--- src/rtl/cursor_pkg.sv ---
// cursor_pkg: shared types and constants for mouse_cursor_tracker.
//  ms_state_t  packet-assembly FSM states
//  BIT_*       byte0 field positions of a PS/2 mouse packet
//  POS_W       cursor coordinate width
//  DLT_W       width of the effective (optionally scaled) delta
//  scale_delta returns the effective delta, doubled when scaling is enabled
//              and |d| exceeds the threshold
package cursor_pkg;

  typedef enum logic [1:0] {B0, B1, B2, UPD} ms_state_t;

  localparam int BIT_SYNC = 3;
  localparam int BIT_XS   = 4;
  localparam int BIT_YS   = 5;
  localparam int BIT_XO   = 6;
  localparam int BIT_YO   = 7;
  localparam int POS_W    = 11;
  localparam int DLT_W    = 12;

  function automatic logic [DLT_W-1:0] scale_delta(input logic signed [8:0] d,
                                                   input int th,
                                                   input bit en);
    int v;
    v = int'(d);
    if (en && (v > th || v < -th)) return 12'(2 * v);
    return 12'(v);
  endfunction

endpackage

--- src/rtl/mouse_cursor_tracker_axis_step.sv ---
// axis_step: combinational single-axis cursor step with clamp.
//  pos       in   current position (unsigned)
//  delta     in   signed effective delta
//  neg       in   1: subtract delta (screen Y grows downward), 0: add
//  max       in   largest legal position
//  next_pos  out  new position clamped to 0..max
module axis_step
  import cursor_pkg::*;
(
  input  logic [POS_W-1:0] pos,
  input  logic [DLT_W-1:0] delta,
  input  logic             neg,
  input  logic [POS_W-1:0] max,
  output logic [POS_W-1:0] next_pos
);

  logic signed [12:0] p;
  logic signed [12:0] d;
  logic signed [12:0] m;
  logic signed [12:0] s;

  always_comb begin
    p        = signed'({2'b00, pos});
    d        = signed'({delta[DLT_W-1], delta});
    m        = signed'({2'b00, max});
    s        = neg ? (p - d) : (p + d);
    next_pos = s[POS_W-1:0];
    if (s < 0)
      next_pos = '0;
    else if (s > m)
      next_pos = max;
  end

endmodule

--- src/rtl/mouse_cursor_tracker.sv ---
// mouse_cursor_tracker: assembles 3-byte PS/2 mouse packets and keeps an
// absolute, screen-clamped cursor position plus button state.
//  clk       in   system clock
//  reset_n   in   synchronous active-low reset
//  rx_data   in   byte from the PS/2 receiver
//  rx_valid  in   1-cycle strobe qualifying rx_data
//  cursorX   out  cursor column 0..W-1
//  cursorY   out  cursor row 0..H-1, 0 = top
//  buttons   out  {middle,right,left} from the last packet
//  pkt_done  out  1-cycle pulse when position/buttons update
//  sync_err  out  1-cycle pulse when a byte is dropped waiting for byte 0
// Build option: define CURSOR_ACCEL_EN to double deltas whose magnitude
// exceeds ACC_TH.
//
// state | meaning
// B0    | waiting for byte 0 (bit 3 must be set, otherwise byte dropped)
// B1    | waiting for X delta byte
// B2    | waiting for Y delta byte
// UPD   | one cycle: register clamped position and buttons, pulse pkt_done
module mouse_cursor_tracker
  import cursor_pkg::*;
#(
  parameter int W      = 640,
  parameter int H      = 480,
  parameter int ACC_TH = 16
) (
  input  logic             clk,
  input  logic             reset_n,
  input  logic [7:0]       rx_data,
  input  logic             rx_valid,
  output logic [POS_W-1:0] cursorX,
  output logic [POS_W-1:0] cursorY,
  output logic [2:0]       buttons,
  output logic             pkt_done,
  output logic             sync_err
);

`ifdef CURSOR_ACCEL_EN
  localparam bit ACCEL_ON = 1'b1;
`else
  localparam bit ACCEL_ON = 1'b0;
`endif

  localparam logic [POS_W-1:0] X_MAX = POS_W'(W - 1);
  localparam logic [POS_W-1:0] Y_MAX = POS_W'(H - 1);
  localparam logic [POS_W-1:0] X_RST = POS_W'(W / 2);
  localparam logic [POS_W-1:0] Y_RST = POS_W'(H / 2);

  ms_state_t         state;
  logic [2:0]        lat_btn;
  logic              lat_xs, lat_ys, lat_xo, lat_yo;
  logic [7:0]        dx_lo, dy_lo;
  logic signed [8:0] dx9, dy9;
  logic [DLT_W-1:0]  dx_eff, dy_eff;
  logic [POS_W-1:0]  nx, ny;

  // overflowed axes contribute no movement
  assign dx9    = lat_xo ? 9'sd0 : signed'({lat_xs, dx_lo});
  assign dy9    = lat_yo ? 9'sd0 : signed'({lat_ys, dy_lo});
  assign dx_eff = scale_delta(dx9, ACC_TH, ACCEL_ON);
  assign dy_eff = scale_delta(dy9, ACC_TH, ACCEL_ON);

  axis_step u_step_x (
    .pos      (cursorX),
    .delta    (dx_eff),
    .neg      (1'b0),
    .max      (X_MAX),
    .next_pos (nx)
  );

  // mouse +Y is up, screen +Y is down
  axis_step u_step_y (
    .pos      (cursorY),
    .delta    (dy_eff),
    .neg      (1'b1),
    .max      (Y_MAX),
    .next_pos (ny)
  );

  always_ff @(posedge clk) begin
    if (!reset_n) begin
      state    <= B0;
      cursorX  <= X_RST;
      cursorY  <= Y_RST;
      buttons  <= '0;
      pkt_done <= 1'b0;
      sync_err <= 1'b0;
      lat_btn  <= '0;
      lat_xs   <= 1'b0;
      lat_ys   <= 1'b0;
      lat_xo   <= 1'b0;
      lat_yo   <= 1'b0;
      dx_lo    <= '0;
      dy_lo    <= '0;
    end else begin
      pkt_done <= 1'b0;
      sync_err <= 1'b0;
      case (state)
        B0: if (rx_valid) begin
          if (rx_data[BIT_SYNC]) begin
            lat_btn <= rx_data[2:0];
            lat_xs  <= rx_data[BIT_XS];
            lat_ys  <= rx_data[BIT_YS];
            lat_xo  <= rx_data[BIT_XO];
            lat_yo  <= rx_data[BIT_YO];
            state   <= B1;
          end else begin
            sync_err <= 1'b1;
          end
        end
        B1: if (rx_valid) begin
          dx_lo <= rx_data;
          state <= B2;
        end
        B2: if (rx_valid) begin
          dy_lo <= rx_data;
          state <= UPD;
        end
        UPD: begin
          cursorX  <= nx;
          cursorY  <= ny;
          buttons  <= lat_btn;
          pkt_done <= 1'b1;
          state    <= B0;
        end
        default: state <= B0;
      endcase
    end
  end

endmodule

--- config.mk ---
export PLATFORM = sky130hd
export DESIGN_NAME = mouse_cursor_tracker
export DESIGN_NICKNAME = d
export VERILOG_FILES = /design/src/rtl/cursor_pkg.sv /design/src/rtl/mouse_cursor_tracker_axis_step.sv /design/src/rtl/mouse_cursor_tracker.sv
export SDC_FILE = /design/constraint.sdc
export NUM_CORES = 1
export LEC_CHECK = 0
export ABC_AREA = 1
export CORE_ASPECT_RATIO = 1.75
export CORE_UTILIZATION = 60
export DETAILED_ROUTE_END_ITERATION = 8
export PLACE_DENSITY = 0.91
export SYNTH_ARGS = -nofsm -noshare
export SYNTH_HDL_FRONTEND = slang
export SYNTH_SLANG_ARGS = --single-unit
--- constraint.sdc ---
create_clock -name clk -period 3.4 [get_ports clk]
set_input_delay 0.68 -clock clk [delete_from_list [all_inputs] [get_ports clk]]
set_output_delay 0.68 -clock clk [all_outputs]
set_load 0.01 [all_outputs]
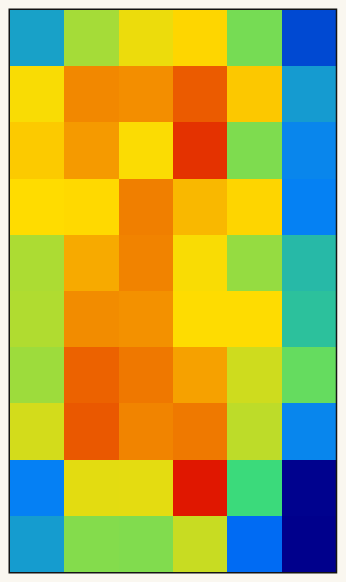
Fig. 1. Local utilization (run 1).
6 x 10 tiles, from dark blue (low) to red (high), 0 to 100% covered.
3.3% of the tiles are nearly empty. The emptiest ninth of the die: south-east. 40% of the tiles are over 75% full. The mean over all tiles is 64%.
Core ar.: 5540 um^2
Floorplan Utilization: 62.0%
fin util: 71.9%

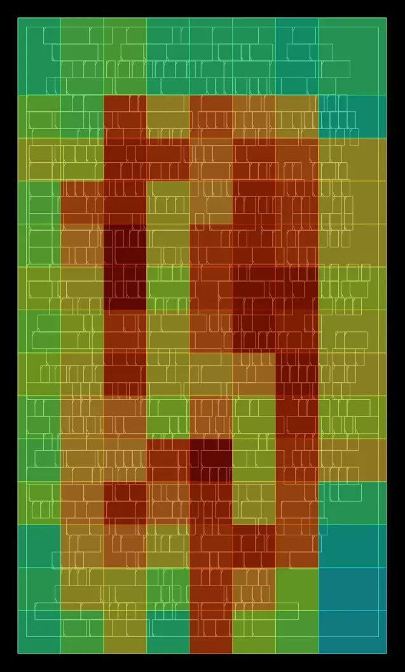
Fig. 2. Routing congestion map (run 1).
drt wl/cell: 13.6 um
busiest grt layer: met2
met2 Resource Use GR: 58.3%
global-route usage over all layers: 30.9%

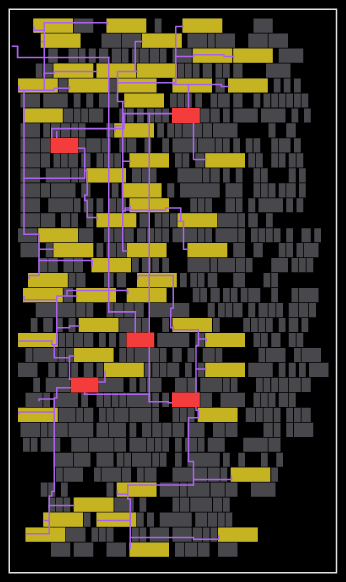
Fig. 3. Clock wires, drivers and flops (run 1).
Yellow is flip-flops, count 52. Red is clock drivers, count 5. Purple is clock wires, length 680 um.
There are 6 routed clock nets.
Clock Skew: 0.00509 ns
Clk pwr share: 14.1%

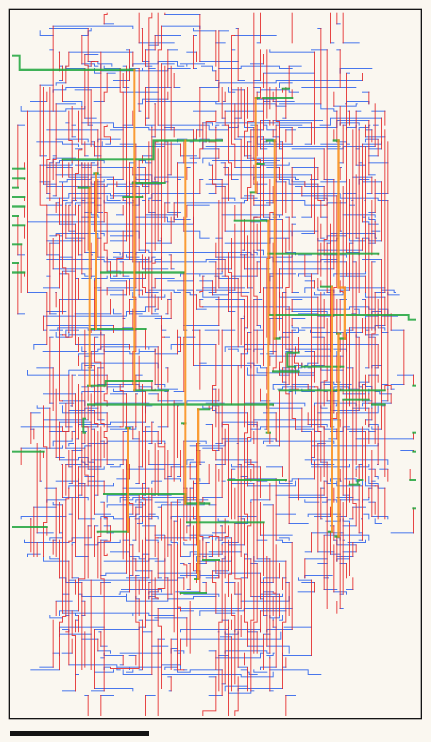
Fig. 4. Metal layers overlaid (run 1).
Scale bar: 20 um.
Blue is metal 1, wire length 3140 um. Green is metal 3, wire length 283 um. Red is metal 2, wire length 4740 um. Orange is metal 4, wire length 356 um.
Routed WL: 8.52 mm
Vias: 3399

==> impl_metrics.tcl, run 1 <==
# place-and-route summary
set metrics [dict create \
    outcome "completed" \
    syn_inst 512 \
    tightest_slew_ns 0.504 \
    grt_start_max_net_pins 26 \
    gp_congestion 0.952 \
    maxSlewHeadroom_pct 66.3 \
    worstReg2RegEnd "cursorX[6]" \
    setup_viol 0 \
    die_area_um2 6050 \
    cts_tree "built" \
    grt_overflow 0 \
    cts_setup_buffers 0 \
    path_buffers 2 \
    rsz0062_at_grt "no" \
    place_hpwl_mm 6.82 \
    first_pass_iters 4 \
    cts_hold_buffers 0 \
    num_rows 36 \
    drc_errors 0 \
    power_leakage_uw 0.00190 \
    crit_arrival_ns 2.65 \
    synthSimpleGateAreaFrac_pct 35.6 \
    path_common_cell "nand2_1" \
    period_needed_ns 2.42 \
    reg2regPathDepth 16 \
    cp_max_fo 9 \
    cts_sinks 52 \
    pin_count 38 \
    start_kind "flop" \
    critPathSlowestCell "dfxtp_1" \
    synth-main-ff-cell "dfxtp_1" \
    ir_drop_mv 0.542 \
    ys_sh_xor_pct 3.24 \
    ant_nets 0 \
    mi_logic_area_um2 2060 \
    required_ns 3.62 \
    dpl_worst_slack_ns 1.03 \
    cp_cell_sequence "nor2_1 > ha_1 > inv_1 > fa_1 > o21ai_2 > nand2_1 > nand2_1 > nand2_2 > nand2_1 > nand2_1 > nand2_2 > nand2_4 > inv_8 > nand3_2 > nand2_1 > nand2_1" \
    dp.cells 621 \
    p_comb_share_pct 56.0 \
    setup.worst_path.end_class "flop" \
    hold_class "flop to flop" \
    cap_viol_max_count 0 \
]
-- run 1: area by class of cell --
class	instances	share of cell area (%)
inverters	77	7.70
clock buffers	5	1.73
repair buffers	40	9.86
flip-flops and latches	52	26.1
well taps	76	2.39
clock inverters	3	0.566
multi-input cells	376	51.6
-- run 1: metal layers --
metal / wire length [um] / GRT usage, % / up-vias
met1: 3140 / 30.5 / 1578
met4: 355 / 17.9 / 0
li1: - / - / 1707
met3: 282 / 4.68 / 26
met2: 4740 / 58.3 / 88
met5: 0 / 0 / -
-- run 1: power groups by stage --
stage	registers, uW	logic (uW)	clock network [uW]
6_report	797	1500	377
3_5_place_dp	809	1470	0
2_1_floorplan	804	1110	0
4_1_cts	795	1490	376
5_1_grt	809	1670	405
3_3_place_gp	805	1440	0
-- run 1: worst max path at each step --
stage / from / end / slack (ns) / cells past startpoint
final: lat_xo / cursorX[6] / 0.98 / 16
after global routing: lat_yo / cursorY[8] / 0.73 / 17
after CTS: lat_xo / cursorX[6] / 0.98 / 16
after detailed placement: lat_xo / cursorX[6] / 1.03 / 16
after global placement: lat_xo / cursorX[6] / 1.07 / 16
after floorplan: lat_xo / cursorX[6] / 1.28 / 17
-- run 1: cell usage after synthesis, types with 7 or more instances --
library cell,n
a21oi_1,32
dfxtp_1,52
ha_1,25
inv_1,68
nand2_1,148
nand2_2,8
nand3_1,29
nand3_2,7
nand4_1,8
nor2_1,54
o21ai_0,27
xor2_1,7
-- run 1: worst min-delay path, delay by kind of cell (launching register included) --
family,cells,cell delay (ns)
AOI/OAI and AO/OA,1,0.05
buffers and inverters,1,0.05
DFF,1,0.31
-- run 1: stage by stage --
| step | utilization (%) | hold WS [ns] |
|---|---|---|
| global placement | 70.2 | 0.436 |
| floorplan | - | 0.425 |
| CTS | 71.9 | 0.457 |
| global route | 71.9 | 0.478 |
| finish | 71.9 | 0.454 |
| detailed placement | 70.2 | 0.442 |
-- run 1: state kept, by name, summed over array words and instances (netlist names) --
register / flops
state: 2
lat_yo: 1
buttons: 3
lat_xo: 1
cursorX: 11
lat_ys: 1
pkt_done: 1
cursorY: 11
lat_btn: 3
sync_err: 1
lat_xs: 1
dx_lo: 8
dy_lo: 8
-- run 1: cell families (layout without fill, tap and decap cells) --
family / Yosys count / count (layout)
AOI/OAI and AO/OA: 68 / 68
xor gates and xnor gates: 11 / 11
adders and majority gates: 27 / 27
buffers and inverters: 84 / 125
DFF: 52 / 52
and+or+nand+nor: 270 / 270
Fig. 5: run 1, logic cells by family
Scale bar: 20 um.
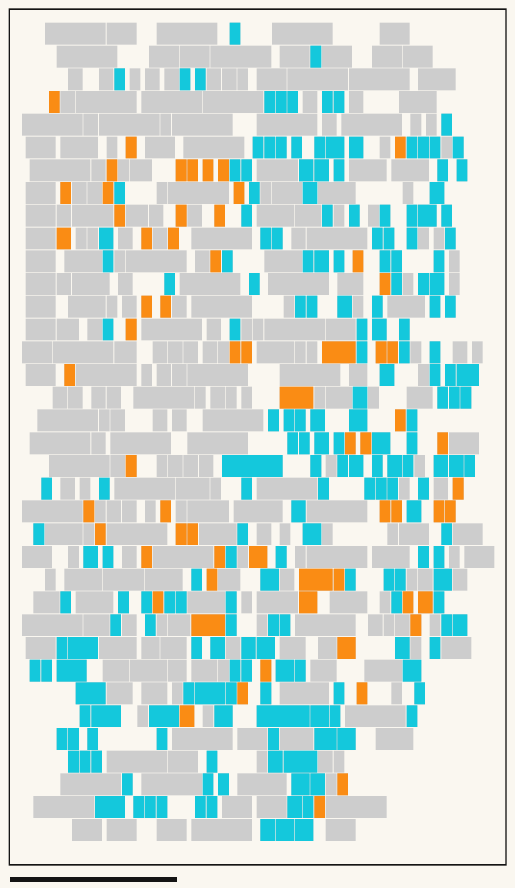

## Run 2: what changed since run 1
--- a/config.mk
+++ b/config.mk
@@ -7,9 +7,9 @@
 export LEC_CHECK = 0
 export ABC_AREA = 1
 export CORE_ASPECT_RATIO = 1.75
-export CORE_UTILIZATION = 60
+export CORE_UTILIZATION = 57
 export DETAILED_ROUTE_END_ITERATION = 8
-export PLACE_DENSITY = 0.91
+export PLACE_DENSITY = 0.88
 export SYNTH_ARGS = -nofsm -noshare
 export SYNTH_HDL_FRONTEND = slang
 export SYNTH_SLANG_ARGS = --single-unit
==> constraint.sdc (replaced) <==
create_clock -name clk -period 2.4 [get_ports clk]
set_input_delay 0.48 -clock clk [delete_from_list [all_inputs] [get_ports clk]]
set_output_delay 0.48 -clock clk [all_outputs]
set_load 0.01 [all_outputs]
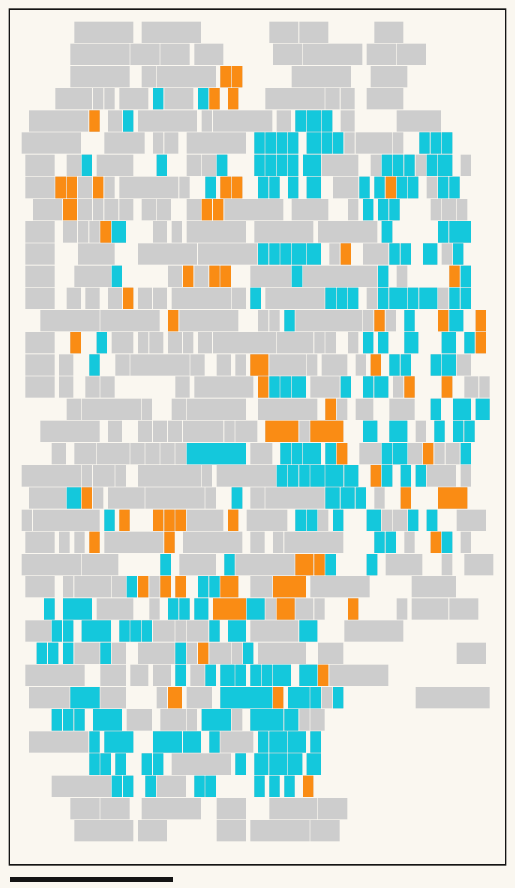
Fig. 6. Logic cells by family (run 2).
Scale bar: 20 um.
Orange is nor cells, cells 64, most used nor2_1. Cyan is nand cells, cells 205, most used nand2_1, where all over the die.
most frequent logic cell in the layout: nand2_1
combinational share of cell area: 51.8%
Layout Cells excl Fill: 634

==> impl_metrics.tcl, run 2 <==
# place-and-route summary
set metrics [dict create \
    maxSlewHeadroom_pct 69.6 \
    die_area_um2 6360 \
    cts_sinks 52 \
    core-area_um2 5830 \
    route.met3.wl_um 281 \
    grtUsageTotal_pct 27.7 \
    top_cell "nand2_1" \
    common_cells "nand2_1, inv_1, nor2_1, dfxtp_1, a21oi_1" \
    path_depth 18 \
    rsz0062_at_grt "no" \
    setup_viol 0 \
    synth-main-ff-cell "dfxtp_1" \
    period_needed_ns 2.22 \
    crit_start "lat_xo" \
    synthSimpleGateAreaFrac_pct 35.6 \
    outcome "completed" \
    crit_end "cursorX[6]" \
    cts_tree "built" \
    floorplan.core_util_pct 58.9 \
    first_pass_iters 6 \
    highest_layer "met4" \
    largest_registers "cursorX x11, cursorY x11" \
    hold_ws_ns 0.465 \
    ant_nets 0 \
    clkPwrFrac_pct 13.2 \
    setup.worst_path.end_class "flop" \
    critPathSlowestCell "dfxtp_2" \
    p_comb_share_pct 56.9 \
    worstReg2RegEnd "cursorX[6]" \
    path_common_cell "nand2_1" \
    tightest_slew_ns 0.454 \
    reg2regPathDepth 18 \
    drc_errors 0 \
    crit_arrival_ns 2.43 \
    path_buffers 4 \
    gp_congestion 0.947 \
    power_leakage_uw 0.00191 \
    cp_cell_sequence "buf_4 > inv_8 > nand2_1 > inv_1 > ha_1 > nand3_1 > nand2_1 > nand2_1 > nand2_1 > nand2_2 > nand2_2 > nand2_1 > nand2_2 > nand2_4 > inv_8 > nand3_2 > nand2_1 > nand2_1" \
    required_ns 2.62 \
]
run 2: metal layers:
metal	vias up	track usage, %
li1	1700	-
met1	1514	29.5
met2	94	47.0
met3	33	4.95
met4	0	18.8
met5	-	0
run 2: kinds of logic after synthesis:
logic type      after synthesis
compound gates               68
xor+xnor                     11
fa+ha+maj                    27
buf+inv                      84
flops                        52
simple gates                270
run 2: worst min path at each step:
stage                          start          to
after floorplan           lat_btn[0]  lat_btn[0]
after global placement      dy_lo[0]    dy_lo[0]
after detailed placement  lat_btn[0]  lat_btn[0]
after CTS                 lat_btn[0]  lat_btn[0]
after global routing        dx_lo[6]    dx_lo[6]
final                     lat_btn[0]  lat_btn[0]
run 2: final cells by class:
cell class	count	area [um^2]	share of cell area, %
clock buffers	6	72.6	1.79
clock inverters	2	16.3	0.402
inverters	77	307	7.57
multi-input cells	376	2100	51.8
flip-flops and latches	52	1040	25.8
well taps	78	97.6	2.41
repair buffers	43	415	10.3
run 2: worst reg2reg max path: stages, from the launching register on:
cell	delay, ns
dfxtp_2	0.40
buf_4	0.16
inv_8	0.04
nand2_1	0.11
inv_1	0.06
ha_1	0.27
nand3_1	0.06
nand2_1	0.14
nand2_1	0.10
nand2_1	0.11
nand2_2	0.08
nand2_2	0.08
nand2_1	0.06
nand2_2	0.09
nand2_4	0.07
inv_8	0.09
nand3_2	0.06
nand2_1	0.11
nand2_1	0.06
run 2: power by group through the flow:
stage	registers (uW)	logic [uW]	clock network [uW]
after global placement	1140	2030	0
final	1130	2160	501
after detailed placement	1140	2090	0
after global routing	1150	2430	550
after CTS	1120	2110	521
after floorplan	1140	1570	0
run 2: timing repair:
| action | 4_1_cts | 5_1_grt |
|---|---|---|
| setup buffers | 0 | 1 |
| gates resized | 0 | 13 |
| endpoints found under the setup margin | 0 | 19 |
run 2: metrics by stage:
step | total power [uW] | std cells | util, % | instance area [um^2] | worst slack (ns)
after detailed placement | 3230 | 625 | 67.0 | 3910 | 0.0716
after floorplan | 2700 | 512 | - | 3440 | 0.281
after global placement | 3170 | 625 | 67.0 | 3910 | 0.127
after global routing | 4130 | 634 | 69.4 | 4050 | 0.00185
final | 3790 | 634 | 69.4 | 4050 | 0.182
after CTS | 3750 | 633 | 68.5 | 4000 | 0.0605
Fig. 7: run 2, metal layers overlaid
Scale bar: 20 um.
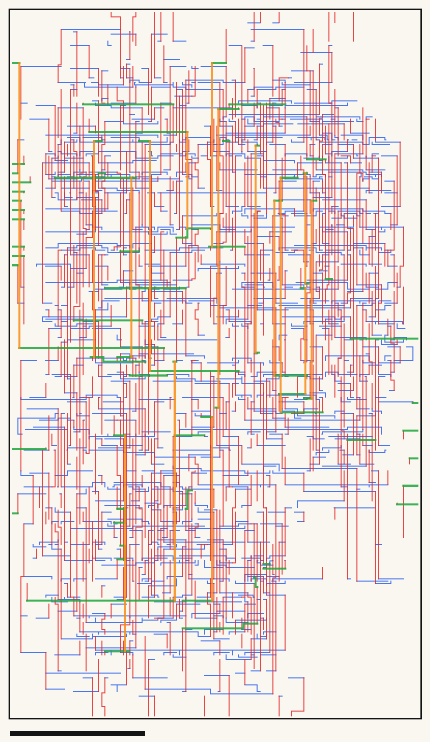

## Run 3: what changed since run 2
--- a/config.mk
+++ b/config.mk
@@ -9,7 +9,9 @@
 export CORE_ASPECT_RATIO = 1.75
 export CORE_UTILIZATION = 57
 export DETAILED_ROUTE_END_ITERATION = 8
+export GPL_ROUTABILITY_DRIVEN = 0
 export PLACE_DENSITY = 0.88
+export SKIP_LAST_GASP = 1
 export SYNTH_ARGS = -nofsm -noshare
 export SYNTH_HDL_FRONTEND = slang
 export SYNTH_SLANG_ARGS = --single-unit
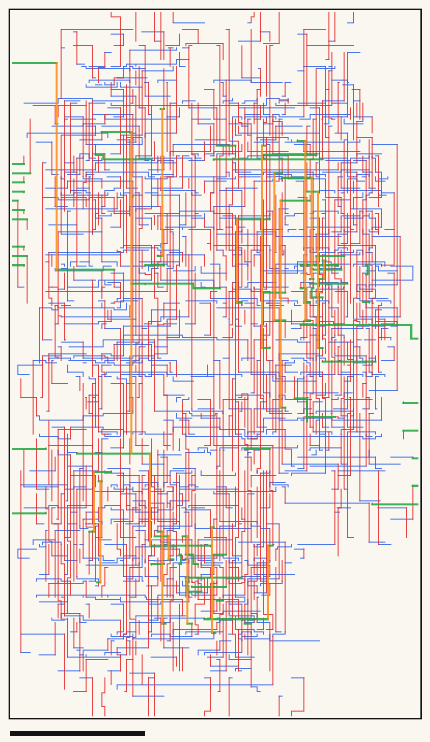
Fig. 8. Metal layers overlaid (run 3).
Scale bar: 20 um.
Orange is metal 4, wire length 356 um. Blue is metal 1, wire length 3140 um. Red is metal 2, wire length 4520 um. Green is metal 3, wire length 274 um.
global-route usage over all layers: 27.3%
Vias: 3442

==> impl_metrics.tcl, run 3 <==
# place-and-route summary
set metrics [dict create \
    power_leakage_uw 0.00191 \
    first_pass_iters 6 \
    hold_ws_ns 0.456 \
    core-area_um2 5830 \
    drc_errors 0 \
    num_rows 37 \
    largest_registers "cursorX x11, cursorY x11" \
    cts_hold_buffers 0 \
    syn_inst 512 \
    required_ns 2.62 \
    setup_viol 0 \
    lay_top_count "nand2_1" \
    outcome "completed" \
    skew_ns 0.0116 \
    floorplan.core_util_pct 58.9 \
    crit_end "cursorY[4]" \
    start_kind "flop" \
    crit_start "lat_ys" \
    common_cells "nand2_1, inv_1, nor2_1, dfxtp_1, a21oi_1" \
    wl_per_cell_um 13.0 \
    cap_viol_max_count 0 \
    pin_count 38 \
    crit_arrival_ns 2.49 \
    ant_nets 0 \
    regArea_um2 1040 \
    grt_overflow 0 \
    tightest_slew_ns 0.478 \
    hold_class "flop to flop" \
]
==> run 3: cells by family after synthesis <==
logic type / Yosys count
xor+xnor: 11
simple gates: 270
buf+inv: 84
fa+ha+maj: 27
flops: 52
compound gates: 68
==> run 3: final cells by class <==
| class | instances | share of cell area [%] |
|---|---|---|
| flip-flops and latches | 52 | 25.7 |
| multi-input cells | 377 | 52.0 |
| clock inverters | 2 | 0.401 |
| inverters | 77 | 7.55 |
| clock buffers | 6 | 1.79 |
| repair buffers | 43 | 10.2 |
| well taps | 78 | 2.40 |
==> run 3: how the worst min path moves through the flow <==
stage,from,end,slack [ns],depth (start not counted)
2_1_floorplan,lat_btn[0],lat_btn[0],0.42,2
3_3_place_gp,dy_lo[0],dy_lo[0],0.44,2
3_5_place_dp,lat_btn[0],lat_btn[0],0.45,2
4_1_cts,lat_btn[0],lat_btn[0],0.46,2
5_1_grt,lat_btn[0],lat_btn[0],0.49,2
6_report,lat_btn[0],lat_btn[0],0.46,2
==> run 3: timing repair <==
item / in CTS / in global routing
hold endpoints to repair: 0 / 0
buffers inserted: 0 / 1
gates resized: 0 / 13
setup endpoints to repair: 0 / 19
==> run 3: layer usage <==
layer	share of wire (%)	vias up	track usage [%]
li1	-	1706	-
met4	4.3	0	14.9
met2	55	112	49.4
met1	38	1585	27.7
met5	0	-	0
met3	3.3	39	4.83
==> run 3: where the power goes <==
part | switching, uW | total (uW) | internal (uW)
sequential | 113 | 1130 | 1010
clock | 300 | 508 | 208
combinational | 1370 | 2220 | 849
total | 1780 | 3850 | 2070
==> run 3: stage by stage <==
stage / worst slack [ns] / instance area [um^2] / total power [uW] / utilization [%] / instances
2_1_floorplan: 0.281 / 3440 / 2700 / - / 512
3_3_place_gp: 0.135 / 3910 / 3160 / 67.0 / 625
3_5_place_dp: 0.0557 / 3910 / 3230 / 67.0 / 625
4_1_cts: 0.0214 / 4000 / 3750 / 68.5 / 633
5_1_grt: -0.00403 / 4060 / 4150 / 69.6 / 635
6_report: 0.130 / 4060 / 3850 / 69.6 / 635
==> run 3: worst max-delay path: stages (launching register included) <==
cell,delay [ns]
dfxtp_1,0.32
inv_1,0.04
nor2_1,0.20
inv_2,0.14
ha_1,0.36
inv_1,0.07
nand2_1,0.09
a21oi_1,0.05
nor3_1,0.18
nand3_1,0.17
inv_1,0.10
nor2_2,0.07
nor2_2,0.18
nand3_1,0.10
nand2_1,0.07
nand2_1,0.04
No activity file was given, so power comes from the tool's default toggle rates.
